File: src/rtl/contador_pkg.sv
// Shared types and constants for the multi-digit BCD counter: digit type,
// 7-segment patterns (active-high gfedcba) and the one-hot digit-select helper.
package contador_pkg;

  typedef logic [3:0] bcd_t;

  localparam int MAX_DIGITS = 8;

  localparam logic [6:0] SEG_0     = 7'h3F;
  localparam logic [6:0] SEG_1     = 7'h06;
  localparam logic [6:0] SEG_2     = 7'h5B;
  localparam logic [6:0] SEG_3     = 7'h4F;
  localparam logic [6:0] SEG_4     = 7'h66;
  localparam logic [6:0] SEG_5     = 7'h6D;
  localparam logic [6:0] SEG_6     = 7'h7D;
  localparam logic [6:0] SEG_7     = 7'h07;
  localparam logic [6:0] SEG_8     = 7'h7F;
  localparam logic [6:0] SEG_9     = 7'h6F;
  localparam logic [6:0] SEG_BLANK = 7'h00;

  function automatic logic [MAX_DIGITS-1:0] onehot(input logic [2:0] idx);
    onehot      = '0;
    onehot[idx] = 1'b1;
  endfunction

endpackage

File: src/rtl/contador_multidigito_seg7_decoder.sv
// Combinational BCD to 7-segment (gfedcba, active-high) decoder with blanking.
// Non-decimal codes produce an unlit digit.
module seg7_decoder
  import contador_pkg::*;
(
  input  bcd_t       digit,
  input  logic       blank,
  output logic [6:0] segs
);

  always_comb begin
    segs = SEG_BLANK;
    if (!blank) begin
      case (digit)
        4'd0:    segs = SEG_0;
        4'd1:    segs = SEG_1;
        4'd2:    segs = SEG_2;
        4'd3:    segs = SEG_3;
        4'd4:    segs = SEG_4;
        4'd5:    segs = SEG_5;
        4'd6:    segs = SEG_6;
        4'd7:    segs = SEG_7;
        4'd8:    segs = SEG_8;
        4'd9:    segs = SEG_9;
        default: segs = SEG_BLANK;
      endcase
    end
  end

endmodule

File: src/rtl/contador_multidigito.sv
// N-digit BCD up/down counter with prescaler and time-multiplexed 7-segment driver.
// Optional build macro LEADING_ZERO_BLANK_EN blanks leading zero digits (digit 0 always shown).
module contador_multidigito
  import contador_pkg::*;
#(
  parameter int NUM_DIGITS     = 4,
  parameter int TICK_DIV       = 1000000,
  parameter int SCAN_DIV       = 5000,
  parameter int SEG_ACTIVE_LOW = 0,
  parameter int SEL_ACTIVE_LOW = 0
) (
  input  logic                    clk,
  input  logic                    rst,
  input  logic                    en,
  input  logic                    up_dn,
  input  logic                    clear,
  output logic [7:0]              seg,
  output logic [NUM_DIGITS-1:0]   sel,
  output logic [4*NUM_DIGITS-1:0] count_bcd,
  output logic                    wrap
);

  localparam int TW = (TICK_DIV > 1) ? $clog2(TICK_DIV) : 1;
  localparam int SW = (SCAN_DIV > 1) ? $clog2(SCAN_DIV) : 1;
  localparam int IW = (NUM_DIGITS > 1) ? $clog2(NUM_DIGITS) : 1;

  localparam logic [TW-1:0] TICK_LAST = TW'(TICK_DIV - 1);
  localparam logic [SW-1:0] SCAN_LAST = SW'(SCAN_DIV - 1);
  localparam logic [IW-1:0] IDX_LAST  = IW'(NUM_DIGITS - 1);

  localparam logic [7:0]            SEG_POL = (SEG_ACTIVE_LOW != 0) ? 8'hFF : 8'h00;
  localparam logic [NUM_DIGITS-1:0] SEL_POL = (SEL_ACTIVE_LOW != 0) ? '1 : '0;

  logic [TW-1:0] presc_q;
  logic          tick;

  assign tick = en && (presc_q == TICK_LAST);

  always_ff @(posedge clk) begin
    if (rst || clear) begin
      presc_q <= '0;
    end else if (en) begin
      presc_q <= tick ? '0 : presc_q + TW'(1);
    end
  end

  // term[i]: digit i sits at the value that rolls over in the current direction.
  bcd_t [NUM_DIGITS-1:0] digit_q;
  logic [NUM_DIGITS-1:0] term;
  logic [NUM_DIGITS-1:0] carry_in;

  for (genvar i = 0; i < NUM_DIGITS; i++) begin : g_digit
    bcd_t q;

    assign digit_q[i] = q;
    assign term[i]    = up_dn ? (q == 4'd9) : (q == 4'd0);

    if (i == 0) begin : g_first
      assign carry_in[i] = tick;
    end else begin : g_rest
      assign carry_in[i] = tick && (&term[i-1:0]);
    end

    always_ff @(posedge clk) begin
      if (rst || clear) begin
        q <= 4'd0;
      end else if (carry_in[i]) begin
        if (up_dn) q <= term[i] ? 4'd0 : q + 4'd1;
        else       q <= term[i] ? 4'd9 : q - 4'd1;
      end
    end
  end

  assign count_bcd = digit_q;

  always_ff @(posedge clk) begin
    if (rst || clear) wrap <= 1'b0;
    else              wrap <= carry_in[NUM_DIGITS-1] && term[NUM_DIGITS-1];
  end

  logic [SW-1:0] scan_timer;
  logic [IW-1:0] scan_idx;

  always_ff @(posedge clk) begin
    if (rst) begin
      scan_timer <= '0;
      scan_idx   <= '0;
    end else if (scan_timer == SCAN_LAST) begin
      scan_timer <= '0;
      scan_idx   <= (scan_idx == IDX_LAST) ? '0 : scan_idx + IW'(1);
    end else begin
      scan_timer <= scan_timer + SW'(1);
    end
  end

  bcd_t       cur_digit;
  logic       cur_blank;
  logic [6:0] cur_segs;

  assign cur_digit = digit_q[scan_idx];

`ifdef LEADING_ZERO_BLANK_EN
  // blank_vec[k]: digit k and every digit above it are zero.
  logic [NUM_DIGITS-1:0] blank_vec;

  always_comb begin
    logic acc;
    acc       = 1'b1;
    blank_vec = '0;
    for (int k = NUM_DIGITS - 1; k >= 0; k--) begin
      acc          = acc && (digit_q[k] == 4'd0);
      blank_vec[k] = acc;
    end
    blank_vec[0] = 1'b0;
  end

  assign cur_blank = blank_vec[scan_idx];
`else
  assign cur_blank = 1'b0;
`endif

  seg7_decoder u_dec (
    .digit (cur_digit),
    .blank (cur_blank),
    .segs  (cur_segs)
  );

  always_ff @(posedge clk) begin
    if (rst) begin
      seg <= SEG_POL;
      sel <= SEL_POL;
    end else begin
      seg <= {1'b0, cur_segs} ^ SEG_POL;
      sel <= NUM_DIGITS'(onehot(3'(scan_idx))) ^ SEL_POL;
    end
  end

endmodule

File: config.mk
export PLATFORM = sky130hd
export DESIGN_NAME = contador_multidigito
export DESIGN_NICKNAME = d
export VERILOG_FILES = /design/src/rtl/contador_pkg.sv /design/src/rtl/contador_multidigito_seg7_decoder.sv /design/src/rtl/contador_multidigito.sv
export SDC_FILE = /design/constraint.sdc
export NUM_CORES = 1
export LEC_CHECK = 0
export CORE_MARGIN = 2
export CORE_UTILIZATION = 50
export DETAILED_ROUTE_END_ITERATION = 8
export PLACE_DENSITY = 0.72
export SETUP_SLACK_MARGIN = 0.1
export SYNTH_ARGS = -nofsm -noshare
export SYNTH_HDL_FRONTEND = slang
export SYNTH_SLANG_ARGS = --single-unit
export TNS_END_PERCENT = 20
File: constraint.sdc
create_clock -name clk -period 2.4 [get_ports clk]
set_input_delay 0.24 -clock clk [delete_from_list [all_inputs] [get_ports clk]]
set_output_delay 0.24 -clock clk [all_outputs]
set_load 0.03 [all_outputs]
==> run_1/density.png <==
Scale: 3 px per µm. 9 x 9 tiles, from black (low) to pale yellow (high), 0 to 100% covered.
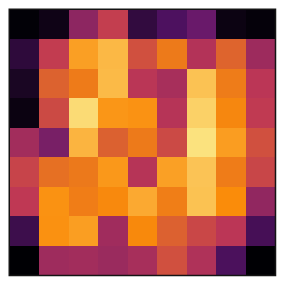
emptiest ninth of the die = north-west
fullest tile = 94%
densest ninth of the die = east
nearly empty tiles = 4.9%

==> run_1/cell_classes.png <==
Scale: 4 px per µm. Fill, decap, tap and diode cells in grey.
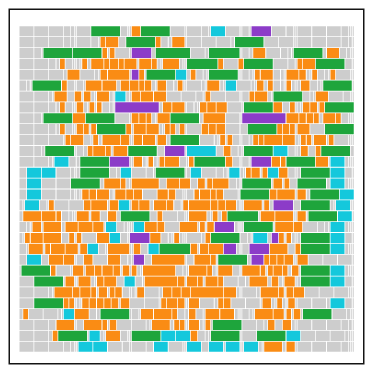
purple -> clock drivers and dummy loads  # cells 16, share of their area 5.2%
orange -> all other logic  # cells 333, share of their area 53%
cyan -> other buffers and delay cells  # cells 49, share of their area 11%
green -> flip-flops  # cells 63, share of their area 30%

==> run_1/final_clocks.png <==
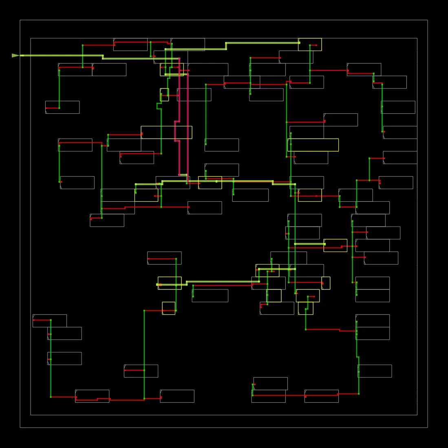
clock sink total: 63
Flop Count: 63
CTS Buf Count: 9
clk_lat worst skew: 0.34 ns
clock buf count: 9

==> run_results.csv, run 1 <==
group,metric,value,unit
setup_path,crit_family,"simple AND/OR/NAND/NOR gates",
power_and_ir_drop,clkPwrFrac,46.4,%
die,num_tap_cells,96,
setup_path,critPathLaunch,"presc_q[4]",
power_and_ir_drop,clk-power,0.00102,W
synthesis,fa_ha_area_share,8.46,%
die,die_area,7790,µm²
power_and_ir_drop,p_int,0.00169,W
placement,place_area,4030,µm²
die,die_h,88.3,µm
timing,finalMaxSlewViolations,0,
layout,logic_area,2150,µm²
worst_hold_path,hp-start,"scan_timer[0]",
power_and_ir_drop,p_seq_share,48.3,%
synthesis,ys_cells,416,
synthesis,topCellsByArea,"dfxtp_1 36%, ha_1 8.5%, nor2_1 5.6%",
synthesis,top_logic_kind,"simple AND/OR/NAND/NOR gates",
detailed_routing,drt_iter0_drc,183,
layout,inv_count,20,
layout,drive_gt1_share,14.5,%
job,maxCapViolations,0,
layout,logic_gates,313,
layout,antenna_cells,0,
layout,largest_register_ffs,20,
clock_tree,htreeDepth,3,
synthesis,yosysSeqAreaShare,35.5,%
timing,whs,0.454,ns
timing,fmax,448,MHz
synthesis,edf_count,0,
placement,dp.cells,541,
synthesis,xor_share,8.88,%
setup_path,cp.arrival,2.51,ns
synthesis,yosys.cell_types.count,52,
timing,period_used_share,93.1,%
synthesis,yosysWarnings,0,
clock_tree,root_buffer,"clkbuf_8",
layout,seq_share,29.6,%
layout,syn2layout_area_growth,20.9,%
detailed_routing,wl_met3,345,µm
layout,clock_area_share,5.10,%
setup_path,reg2reg_depth,5,
clock_tree,post-cts-setup-buffer-count,0,
grt,grt_util_met3,6.06,%
setup_path,max_stage_delay,0.55,ns
outcome,outcome,"complete, no violations",
placement,place_congestion,0.860,
setup_path,r2r_end,"g_digit[2].q[2]",
synthesis,synth_area_per_cell,8.54,µm²
synthesis,yosys.stat.chipArea,3550,µm²
layout,regArea,1270,µm²
synthesis,common_cells,"63 x dfxtp_1, 53 x nor2_1, 33 x nand2_1",
worst_hold_path,whs_path_depth,1,
synthesis,yosysTopAreaCellShare,35.5,%
timing,min_period,2.23,ns
setup_path,criticalPathCategory,"reg -> reg",
detailed_routing,drtPass1Iterations,4,
placement,dp.final_hpwl,5200,µm
power_and_ir_drop,pg_comb,0.000116,W
layout,stdcell_count,557,
grt,grt_pass1_vias,2723,
setup_path,r2r-start,"presc_q[4]",
detailed_routing,drt_wl_total,7370,µm
layout,nets,485,
layout,top_register,"presc_q",
clock_tree,cts_tree,"built",
detailed_routing,routedWlPerCell,13.2,µm
layout,fillers,611,
setup_path,crit_required,2.67,ns
grt,track_usage,20.3,%
setup_path,worst_setup_path_start_kind,"flip-flop",
die,num_rows,30,
die,fp_util,52.0,%
power_and_ir_drop,swShare,23.1,%
timing,fin_ws,0.166,ns
setup_path,critPathCaptureType,"flip-flop",
timing,rsz0062_at_grt,"no",
synthesis,async_reset_ff_share,0,%
synthesis,muxShareOfSynthArea,5.67,%
synthesis,syn-num-nets,445,
synthesis,ys.flops,63,
synthesis,yosys.area.top_type,"dfxtp_1",
grt,grt_most_used_layer,"met2",
synthesis,most_common_cell,"dfxtp_1",
timing,clock_skew,0.0151,ns
layout,signal_buffers,49,
==> run 2, diff against run 1 <==
ABC_AREA = 1   (was not set)
==> run 2 against run 1 <==
  * Synthesized cell count increased by 36%
  * Cell area increased by 1.7%
  * Critical path depth increased by 3
  * Sequential power about the same
  * Sequential cell count unchanged
  * Combinational power about the same
  * Hold slack got worse by 0.0012 ns
  * Global-route usage increased by 0.46 points
  * Clock-buffer cell count increased by 2
  * Largest cell class unchanged
  * Largest power group unchanged
==> run_results.csv, run 2 <==
group,metric,value,unit
setup_path,r2r_end,"seg[3]",
synthesis,muxShareOfSynthArea,0,%
layout,top_register,"presc_q",
synthesis,syn-num-nets,595,
outcome,outcome,"complete, no violations",
power_and_ir_drop,clk-power,0.000790,W
setup_path,crit_required,2.67,ns
clock_tree,insertion_delay,0.34,ns
layout,logic_area,2180,µm²
placement,place_congestion,0.997,
synthesis,top_logic_kind,"simple AND/OR/NAND/NOR gates",
synthesis,most_common_cell,"nand2_1",
layout,seq_share,28.9,%
clock_tree,clock-sinks,63,
layout,fillers,716,
layout,signal_buffers,37,
setup_path,crit_family,"flip-flops",
grt,grt_pass1_vias,3280,
synthesis,edf_count,0,
synthesis,common_cells,"137 x nand2_1, 93 x nor2_1, 69 x inv_1",
setup_path,criticalPathCategory,"reg -> reg",
setup_path,r2r-start,"scan_idx[0]",
grt,track_usage,20.8,%
timing,min_period,2.09,ns
setup_path,max_stage_delay,0.66,ns
layout,clock_area_share,3.75,%
synthesis,ys.flops,63,
timing,rsz0062_at_grt,"no",
synthesis,yosysWarnings,0,
power_and_ir_drop,p_int,0.00149,W
grt,grt_most_used_layer,"met2",
setup_path,critPathCaptureType,"flip-flop",
die,num_tap_cells,99,
synthesis,yosys.stat.chipArea,3790,µm²
worst_hold_path,hp-start,"scan_timer[0]",
setup_path,cp.arrival,2.36,ns
die,fp_util,52.0,%
timing,clock_skew,0.00896,ns
==> run_2/cell_classes.png <==
Scale: 4 px per µm. Fill, decap, tap and diode cells in grey.
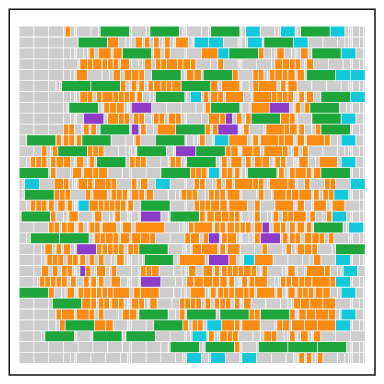
purple -> clock drivers and dummy loads  # cells 15, share of their area 3.9%
cyan -> other buffers and delay cells  # cells 37, share of their area 8.4%
green -> flip-flops  # cells 63, share of their area 30%
orange -> all other logic  # cells 492, share of their area 58%

==> run_2/zoom.png <==
Region (33, 33) to (58, 58) µm. Cells in grey, sequential cells in the stronger grey; small squares are vias.
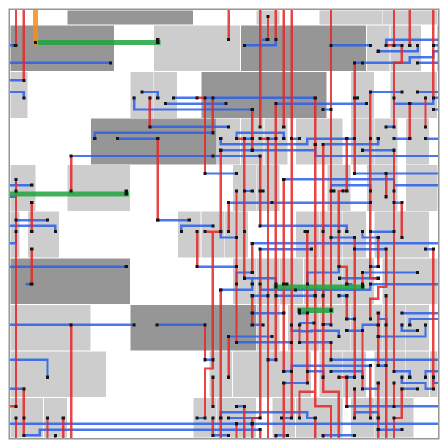
green -> met3
red -> met2
blue -> met1
orange -> met4
sequential cells in the window = 6
cells with their middle in the window = 63
most frequent = nand2_1 (18), nor2_1 (9), inv_1 (7)
netlist names of flops here include = `g_digit.q` (4), `presc_q` (2)

Power and IR drop assume default switching activity.
